===== src/rtl/fetch_unit.sv =====
// Instruction-fetch / PC-sequencing stage. Owns the program counter, fetches
// one word at a time over a req/resp handshake, holds it for decode until the
// execute side acks, then redirects or advances the PC.
module fetch_unit #(
  parameter logic [31:0] RESET_PC = 32'h0000_0000
) (
  input  logic        clk,
  input  logic        rst,
  input  logic [2:0]  pc_control,
  input  logic [25:0] jump_addr,
  input  logic [15:0] branch_imm,
  input  logic [31:0] jr_target,
  input  logic        instr_ack,
  output logic        imem_req,
  output logic [31:0] imem_addr,
  input  logic        imem_ready,
  input  logic        imem_rvalid,
  input  logic [31:0] imem_rdata,
  output logic [31:0] instr,
  output logic        instr_valid,
  output logic [31:0] pc,
  output logic [31:0] pc_plus4,
  output logic        misalign,
  output logic [31:0] instr_count
);

  typedef enum logic [1:0] {
    FETCH = 2'd0,
    WAIT  = 2'd1,
    HOLD  = 2'd2
  } state_t;

  state_t             state;
  state_t             state_nxt;
  logic [31:0]        pc_nxt;
  logic               misalign_nxt;
  logic               ack_fire;
  logic signed [31:0] branch_off;

  assign pc_plus4  = pc + 32'd4;
  assign imem_addr = pc;
  assign ack_fire  = (state == HOLD) && instr_ack;

  // Next-state and handshake outputs; only one instruction is ever in flight.
  always_comb begin
    state_nxt   = state;
    imem_req    = 1'b0;
    instr_valid = 1'b0;
    case (state)
      FETCH: begin
        imem_req = 1'b1;
        if (imem_ready) state_nxt = WAIT;
      end
      WAIT: begin
        if (imem_rvalid) state_nxt = HOLD;
      end
      HOLD: begin
        instr_valid = 1'b1;
        if (instr_ack) state_nxt = FETCH;
      end
      default: state_nxt = FETCH;
    endcase
  end

  // Redirect decode: codes 1xx fall into the sequential default.
  always_comb begin
    branch_off   = {{14{branch_imm[15]}}, branch_imm, 2'b00};
    pc_nxt       = pc_plus4;
    misalign_nxt = 1'b0;
    case (pc_control)
      3'b001: pc_nxt = {pc_plus4[31:28], jump_addr, 2'b00};
      3'b010: begin
        pc_nxt       = {jr_target[31:2], 2'b00};
        misalign_nxt = (jr_target[1:0] != 2'b00);
      end
      3'b011: pc_nxt = pc_plus4 + branch_off;
      default: pc_nxt = pc_plus4;
    endcase
  end

  // FSM state register; reset drops any response still in flight.
  always_ff @(posedge clk or posedge rst) begin
    if (rst) state <= FETCH;
    else     state <= state_nxt;
  end

  // PC, held instruction, retire counter and the one-cycle misalign pulse.
  always_ff @(posedge clk or posedge rst) begin
    if (rst) begin
      pc          <= RESET_PC;
      instr       <= 32'd0;
      instr_count <= 32'd0;
      misalign    <= 1'b0;
    end else begin
      misalign <= ack_fire && misalign_nxt;
      if ((state == WAIT) && imem_rvalid) instr <= imem_rdata;
      if (ack_fire) begin
        pc          <= pc_nxt;
        instr_count <= instr_count + 32'd1;
      end
    end
  end

endmodule


===== config.mk =====
export PLATFORM = sky130hd
export DESIGN_NAME = fetch_unit
export DESIGN_NICKNAME = d
export VERILOG_FILES = /design/src/rtl/fetch_unit.sv
export SDC_FILE = /design/constraint.sdc
export NUM_CORES = 1
export LEC_CHECK = 0
export CAP_MARGIN = 25
export CORE_MARGIN = 5
export CORE_UTILIZATION = 45
export DETAILED_ROUTE_END_ITERATION = 8
export GPL_TIMING_DRIVEN = 0
export PLACE_DENSITY_LB_ADDON = 0.2
export SYNTH_ARGS = -nofsm -noshare
export SYNTH_HDL_FRONTEND = slang
export SYNTH_SLANG_ARGS = --single-unit

===== constraint.sdc =====
create_clock -name clk -period 4.1 [get_ports clk]
set_input_delay 0.82 -clock clk [delete_from_list [all_inputs] [get_ports clk]]
set_output_delay 0.82 -clock clk [all_outputs]
set_load 0.005 [all_outputs]

==> results.txt <==
Implementation numbers.

- The main area contributors are dfrtp_1, xnor2_1, ha_1, mux2_2, a21oi_1.
- The clock group total power is 0.919 mW.
- The final design utilization is 67.2%.
- After layout, the clock buffer instance count stands at 11.
- Per the GRT log, the top usage layer is met2.
- The share of synthesized area spent on multiplexers is 6.08%.
- The clock distribution area overhead in the final layout is 2.98%.
- The most frequent logic cell in the layout is clkdlybuf4s50_1.
- The total non-filler cell area in the finished layout is 10700 um^2.
- The non-clock inverters instantiated in the layout total 23.
- The maximum clock skew at final layout is 0.0115 ns.
- The total design power is 6.57 mW.
- The biggest power consumer among the groups is combinational cells.
- For this floorplan the total number of well-tap instances is 216.
- The clock reaches the later pin of the worst-skew pair after 0.35 ns.
- The critical path's top delay family is AND-OR/OR-AND gates.
- The combinational gate area is 4470 um^2.
- Per the timing report, the most critical flop-to-flop path originates at imem_addr[4]$_DFFE_PP0P_.
- The number of OpenROAD warnings is 30.
- Registers represent a cell area share of 22.8%.
- The power share of the combinational group is 60.4%.
- The core area is 15900 um^2.
- After synthesis the cells add up to 7270 um^2.
- The area fraction in full adders, half adders and majority gates is 6.30%.
- The worst hold endpoint is state[0]$_DFFE_PP0P_.
- The portion of the post-synthesis area used by sequential elements is 33.4%.
- The commonest cells after synthesis are dfrtp_1, nand2_1, a21oi_1.
- The wire length per cell is 20.3 um.
- The worst setup path endpoint is imem_addr[31]$_DFFE_PP0P_.
- The buffer and inverter count on the worst path is 0.
- The tightest hold path in the finished design has a slack of 0.472 ns.
- Measured against its own limit, the worst slew margin works out to 39.9%.
- Setup repair after global routing left no endpoint under its margin.
- In the setup report, the worst path falls into the class flip-flop to flip-flop.
- The fraction of synthesized cell area taken by the top area cell type is 33.4%.
- Counting instances, the worst hold path has a depth of 1.
- In this run, synthesis produced a sequential element count of 97.
- The logic share of the area is 41.9%.
- The maximum achievable frequency is 256 MHz.
- The number of antenna violations at the first check in global routing is 0.
- The hold violation total from the final report is 0.
- The critical path goes through and3_1, and3_1, nand4_1, xnor2_2, ha_1, o21ai_0, a21oi_1, a211oi_1, a32oi_1, a221o_1, a2111o_1, nand2_1.
- Dividing the detail-routed via count by the number of cells gives 5.74.
- The via count of the first global-routing pass was 7320.
- The xor-xnor portion of the synthesized cell area is 9.35%.
- The final net count is 1260.
- The transition time recorded at the tightest slew-check pin is 0.901 ns.
- The power per standard cell area is 616 nW/um^2.
- The terminus of the critical flop-to-flop path is imem_addr[31]$_DFFE_PP0P_.
- The leftover overflow at the end of global routing is 0.
- The number of cells on the critical path is 12.
- The worst reg-to-reg path cell count is 12.
- The multi-input combinational gate total is 648.
- The finished layout holds 1331 standard cells, fillers aside.
- No sink is reached through more buffers than the 2 on the longest clock path.
- In this run the worst setup path begins at imem_addr[4]$_DFFE_PP0P_.
- The total combinational power is 3.97 mW.
- Yosys reported that registers with async set or reset make up 100%.
- The simple-gate portion of the synthesized area is 18.2%.
- The number of maximum-capacitance violations is 0.
- Looking at the cell usage after synthesis, the top flip-flop cell is dfrtp_1.
- The fraction of final cell area spent on non-clock buffers in this run is 29.0%.
- The post-synth count of flops with an enable pin is 0.
- The design has 97 sequential cells.
- By area, the combinational part of the netlist is dominated by AND-OR/OR-AND gates.
- The worst stage delay on the critical path is 0.52 ns.
- The flow measured a signed area growth from synthesis to layout of 46.8%.
- Routing resource usage on met3 recorded by global route was 5.96%.
- Warnings reported by Yosys during synthesis add up to 0.
- Wire segments on met3 add up to 2760 um in the final route.
- Switching power as a fraction of the total was reported as 39.0%.
- Sorting the Yosys area breakdown by cell type puts at the top dfrtp_1.
- The kind of end point of the critical path is a flip-flop.
- A synthesized cell averages 8.81 um^2.
- For the worst setup path, the data arrival time is 4.21 ns.
- After synthesis, the design contains 825 cells according to Yosys.
- Per the final report, max-transition violations number 0.
- The power report lists cell-internal power as 4.01 mW.
- The wire length of the first global-routing pass is 40200 um.
- The worst hold path begins at state[1]$_DFFE_PP0P_.
- The highest metal layer with signal wires is met4.
- Detailed placement ended at an HPWL of 21100 um.
- The first-pass iteration count of the detailed router is 7.
- The post-synthesis cell type count is 78.
- The initial cell density of the core is 45.7%.
- For this run, design rule violations remaining after detail routing come to 0.
- The share of the clock period used by the worst path after layout is 95.4%.
- The tree built by TritonCTS fans out to 97 sinks.
- The routed wire length on met2 is 13000 um.
- The total instance count after detailed placement is 1315.
- The fraction of final layout cells with drive strength greater than 1 is 11.9%.
- IR analysis of the VDD net gives a maximum drop of 310 uV.
- The sum of routed wire segments on met1 is 10700 um.
- The die covers 18800 um^2.
- Once placement finished, the instance area stood at 10300 um^2.
- Routing resource usage on met2 recorded by global route was 48.2%.
- The slowest stage of the critical path is the dfrtp_1 cell.
- The analysis attributes to net switching a power of 2.56 mW.
- On met1, the global router reports a usage of 35.0%.
- Setup slack on the worst path after placement came out at -0.0391 ns.
- The synthesis area per yosys is 7270 um^2.
- Setup slack on the critical path of the routed design comes to 0.189 ns.
- The worst reg-to-reg setup slack is 0.19 ns.
- The path class of the tightest hold or removal check is flip-flop to flip-flop.
- In this run, flip-flops and latches consume 25.6% of the power.
- The final antenna diode tally reported by the flow is 0.
- The TritonCTS clock tree is yes.
- The floorplan report gives the top-level pin count as 277.
- The flow ran to the end, and the final reports show no timing, DRC or antenna violations.
- The leakage power figure is 4.44 nW.
- The worst setup path is launched from a flip-flop.
- The root buffer cell is clkbuf_16.
- The maximum fanout along the worst path is 8.
- The floorplan die width is 137 um.
- In the layout the commonest cells are clkdlybuf4s50_1, dfrtp_1, nand2_1.
- The flow reports power dissipated in sequential cells as 1.68 mW.
- The first-iteration detailed-routing DRC count is 639.
- The number of gates resized after cts is 1.
- The sequential cell area is 2430 um^2.
Fig. 1: supply network
The bar under the picture is 50 um long. Pins as bars on the die edge.
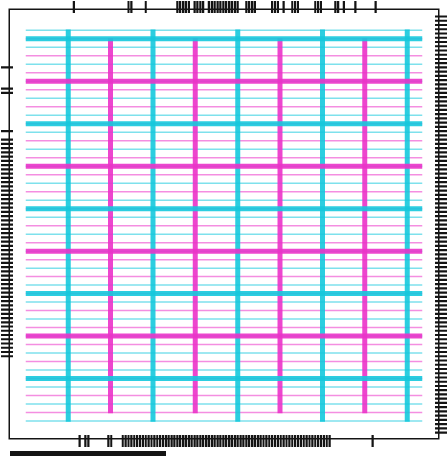
color	net
cyan	VSS
magenta	VDD
signal pins	277
met1 rails	47
rows	46
met4 straps	9
met5 straps	9

Fig. 2: placed cells, one color a class
The bar under the picture is 50 um long.
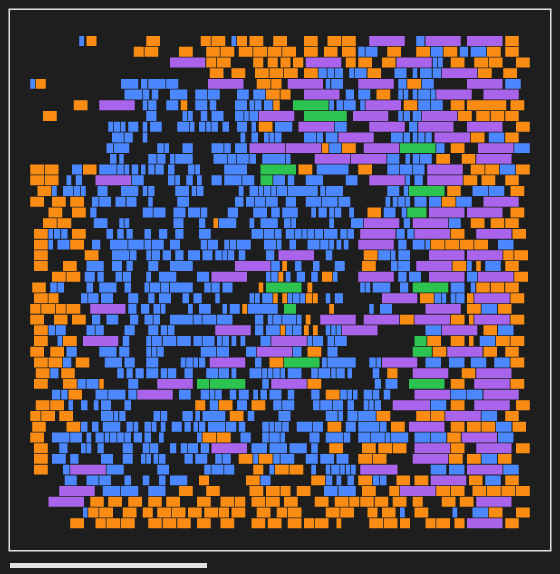
color	class	cells	share of their area
green	clock drivers and dummy loads	16	3.1%
orange	other buffers and delay cells	331	30%
blue	all other logic	671	44%
purple	flip-flops	97	23%

Fig. 3: clock network drawn from the DEF
The bar under the picture is 50 um long.
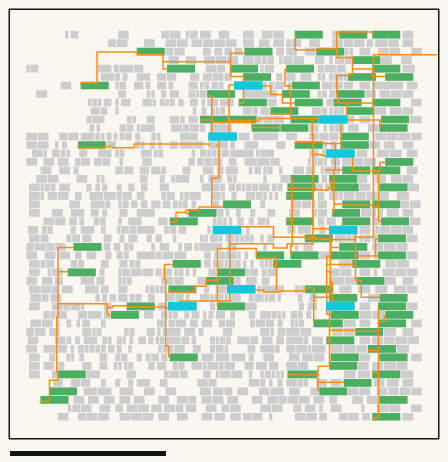
[green] flip-flops | count: 97
[cyan] cells driving clock nets | count: 9
[orange] clock wires | length: 1380 um
routed clock nets	10

Fig. 4: routed metal, one color a layer
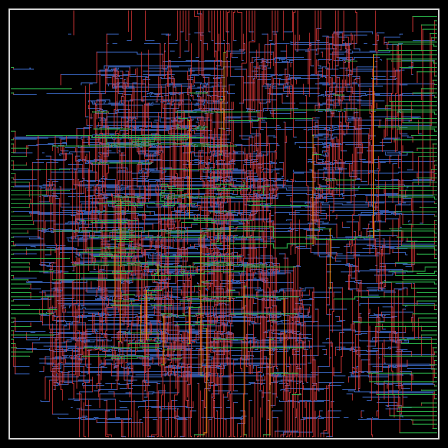
color	layer	wire length
orange	met4	516 um
blue	met1	10700 um
red	met2	13000 um
green	met3	2760 um
routed wire length: 27100 um
overall global routing resource usage: 27.7%
total number of vias: 7638

Power and IR drop assume default switching activity.
